**Logic cells by family**

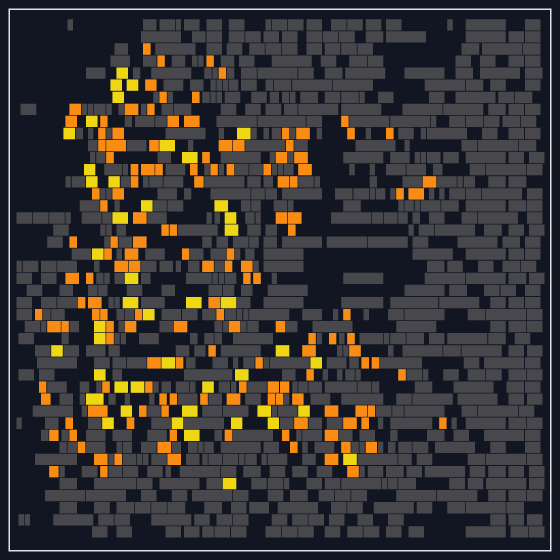
**Signal wires by layer**

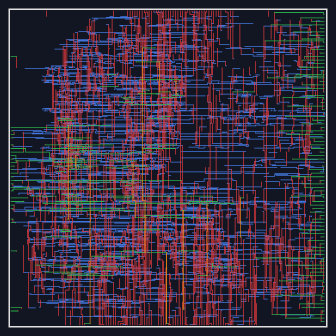
**Clock distribution**

Bar = 20 um.
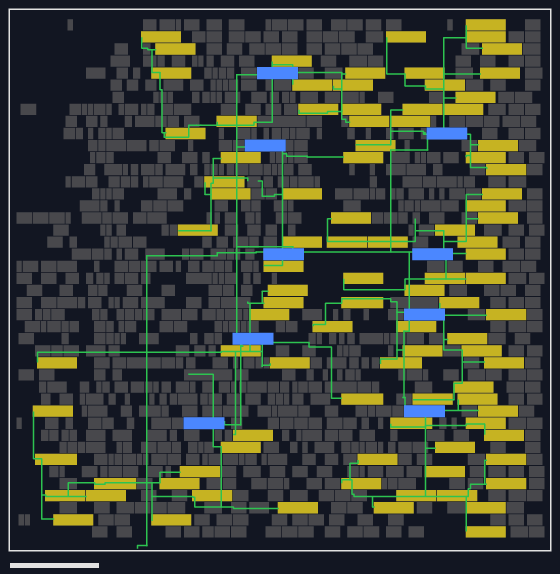
**Port wiring**

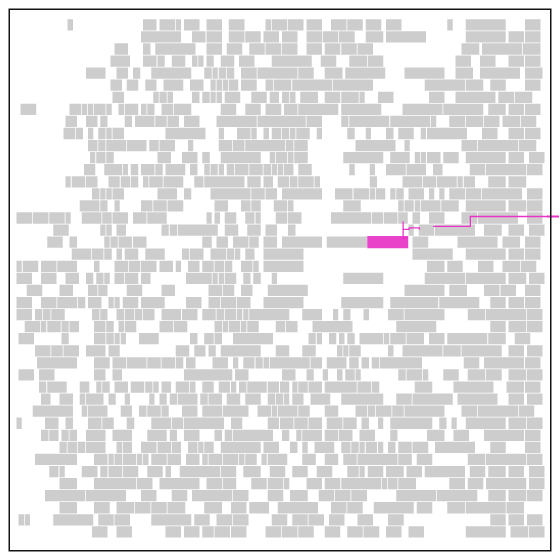
**Clock wiring as the flow saved it**

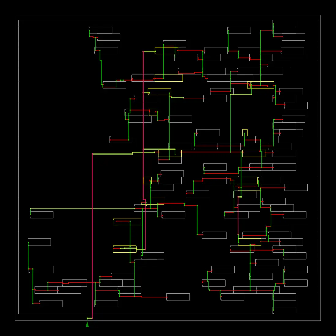
==> config.mk <==
export PLATFORM = sky130hd
export DESIGN_NAME = pc_fetch_ctrl
export DESIGN_NICKNAME = d
export VERILOG_FILES = /design/src/rtl/pc_fetch_ctrl.sv
export SDC_FILE = /design/constraint.sdc
export NUM_CORES = 1
export LEC_CHECK = 0
export CAP_MARGIN = 20
export CORE_UTILIZATION = 47
export DETAILED_ROUTE_END_ITERATION = 6
export HOLD_SLACK_MARGIN = 0.05
export PLACE_DENSITY = 0.8
export SETUP_SLACK_MARGIN = 0.3
export SLEW_MARGIN = 10
export SYNTH_ARGS = -nofsm -noshare
export SYNTH_HDL_FRONTEND = slang
export SYNTH_SLANG_ARGS = --single-unit
==> constraint.sdc <==
create_clock -name clk -period 4.5 [get_ports clk]
set_input_delay 0.9 -clock clk [delete_from_list [all_inputs] [get_ports clk]]
set_output_delay 0.9 -clock clk [all_outputs]
set_load 0.01 [all_outputs]
==> flow_summary.yaml <==
# generated from flow reports
outcome:
  outcome: "completed"
logic_synthesis:
  ys_sh_simple_pct: 12.9
routing:
  ant_nets: 0
  m1WireLength_um: 8810
final_timing:
  tightest_slew_ns: 0.885
  slew_violations: 0
  finalHoldViolCount: 0
  relSlewSlack_pct: 39.5
  fin_crit_sh_pct: 88.6
worst_hold_path:
  hold_class: "register to register"
cts:
  cts_max_path_buffers: 2
  clkTransAtPathRegs_ns: 0.07
  numCtsBuffers: 9
grt:
  grt-ovfl-total: 0
placed_design:
  place_area_um2: 8880
critical_path:
  startpoint_type: "register"
  critical_path_class: "register to output port"
layout:
  finalInstanceArea_um2: 9270
die:
  chip_area_um2: 14800
  coreArea_um2: 13900
Notes on 'logic cells by family' above:
[orange] inverting AOI/OAI gates | cells: 145 | most used: a21oi_1
[yellow] AND-OR and OR-AND gates | cells: 46 | most used: a21o_1
final non-filler cell total: 1084
most numerous logic cell after layout: clkdlybuf4s50_1
logic share of the area: 41.9%

Notes on 'signal wires by layer' above:
[orange] metal 4 | wire length: 335 um
[red] metal 2 | wire length: 9450 um
[blue] metal 1 | wire length: 8810 um
[green] metal 3 | wire length: 1690 um
wire per inst: 18.7 um
Vias: 6150
WL final: 20300 um

Notes on 'clock distribution' above:
[yellow] flip-flops | count: 96
[green] clock wires | length: 1260 um
[blue] clock drivers | count: 9
flops lie: spread over the die
routed clock nets: 10
Post-Route Skew: 0.00782 ns
clock power share: 28.6%

Notes on 'port wiring' above:
[magenta] if_valid | bits: 1 | direction: output | edge: right | end cells: 1 | wire: 36.8 um
# IOs: 227
IO Port Bufs: 218

Notes on 'clock wiring as the flow saved it' above:
Clock Sinks: 96
Clock buffer cells: 10
Flops: 96

[metrics by stage]
| stage | cells | utilization (%) |
|---|---|---|
| 4_1_cts | 1083 | 66.2 |
| 6_report | 1084 | 66.5 |
| 5_1_grt | 1084 | 66.5 |
| 3_5_place_dp | 1067 | 63.7 |
| 3_3_place_gp | 1067 | 63.7 |
| 2_1_floorplan | 723 | - |
[layout make-up]
type | count | area, um2
multi-input combinational | 531 | 3880
sequential | 96 | 2410
inverter | 25 | 93.8
tap | 180 | 225
clock buffer | 10 | 229
fill | 1112 | 4670
clock inverter | 6 | 113
timing repair buffer | 236 | 2310
[report_power, final]
group	total (uW)	switching, uW	internal, uW
Clock	890	343	547
Combinational	1110	521	588
Sequential	1120	84.8	1030
[worst min-delay path: stages (launching register included)]
cell and delay (ns):
dfrtp_1 0.34, nand2_1 0.05, o21ai_0 0.06
[Yosys cell counts, types with 4 or more instances]
library cell	number	area, um2
dfrtp_1	94	2350
nand2_1	67	251
mux2_2	56	631
ha_1	44	551
a21oi_1	41	205
buf_4	38	285
o21ai_0	36	180
xnor2_1	34	298
nor2_1	33	124
clkbuf_1	25	93.8
inv_1	25	93.8
nand3_1	18	90.1
a21o_1	17	128
and3_1	17	106
xor2_1	14	123
a221oi_1	13	114
nor3_1	11	55.1
o31ai_1	10	75.1
nand4_1	8	50.1
o21a_1	8	60.1
a31oi_1	7	43.8
o21ai_1	7	35.0
o21bai_1	6	45.0
or3_1	5	31.3
a221o_1	4	40.0
a32oi_1	4	35.0
buf_1	4	15.0
buf_2	4	20.0
nor2b_1	4	25.0
[per-layer routing]
layer  global-route usage [%]  up-vias
met5                        0        -
met4                     8.10        0
met3                     5.48       27
met2                     45.1      292
met1                     37.9     2906
li1                         -     2925
Power is estimated from default activity; no workload was simulated.
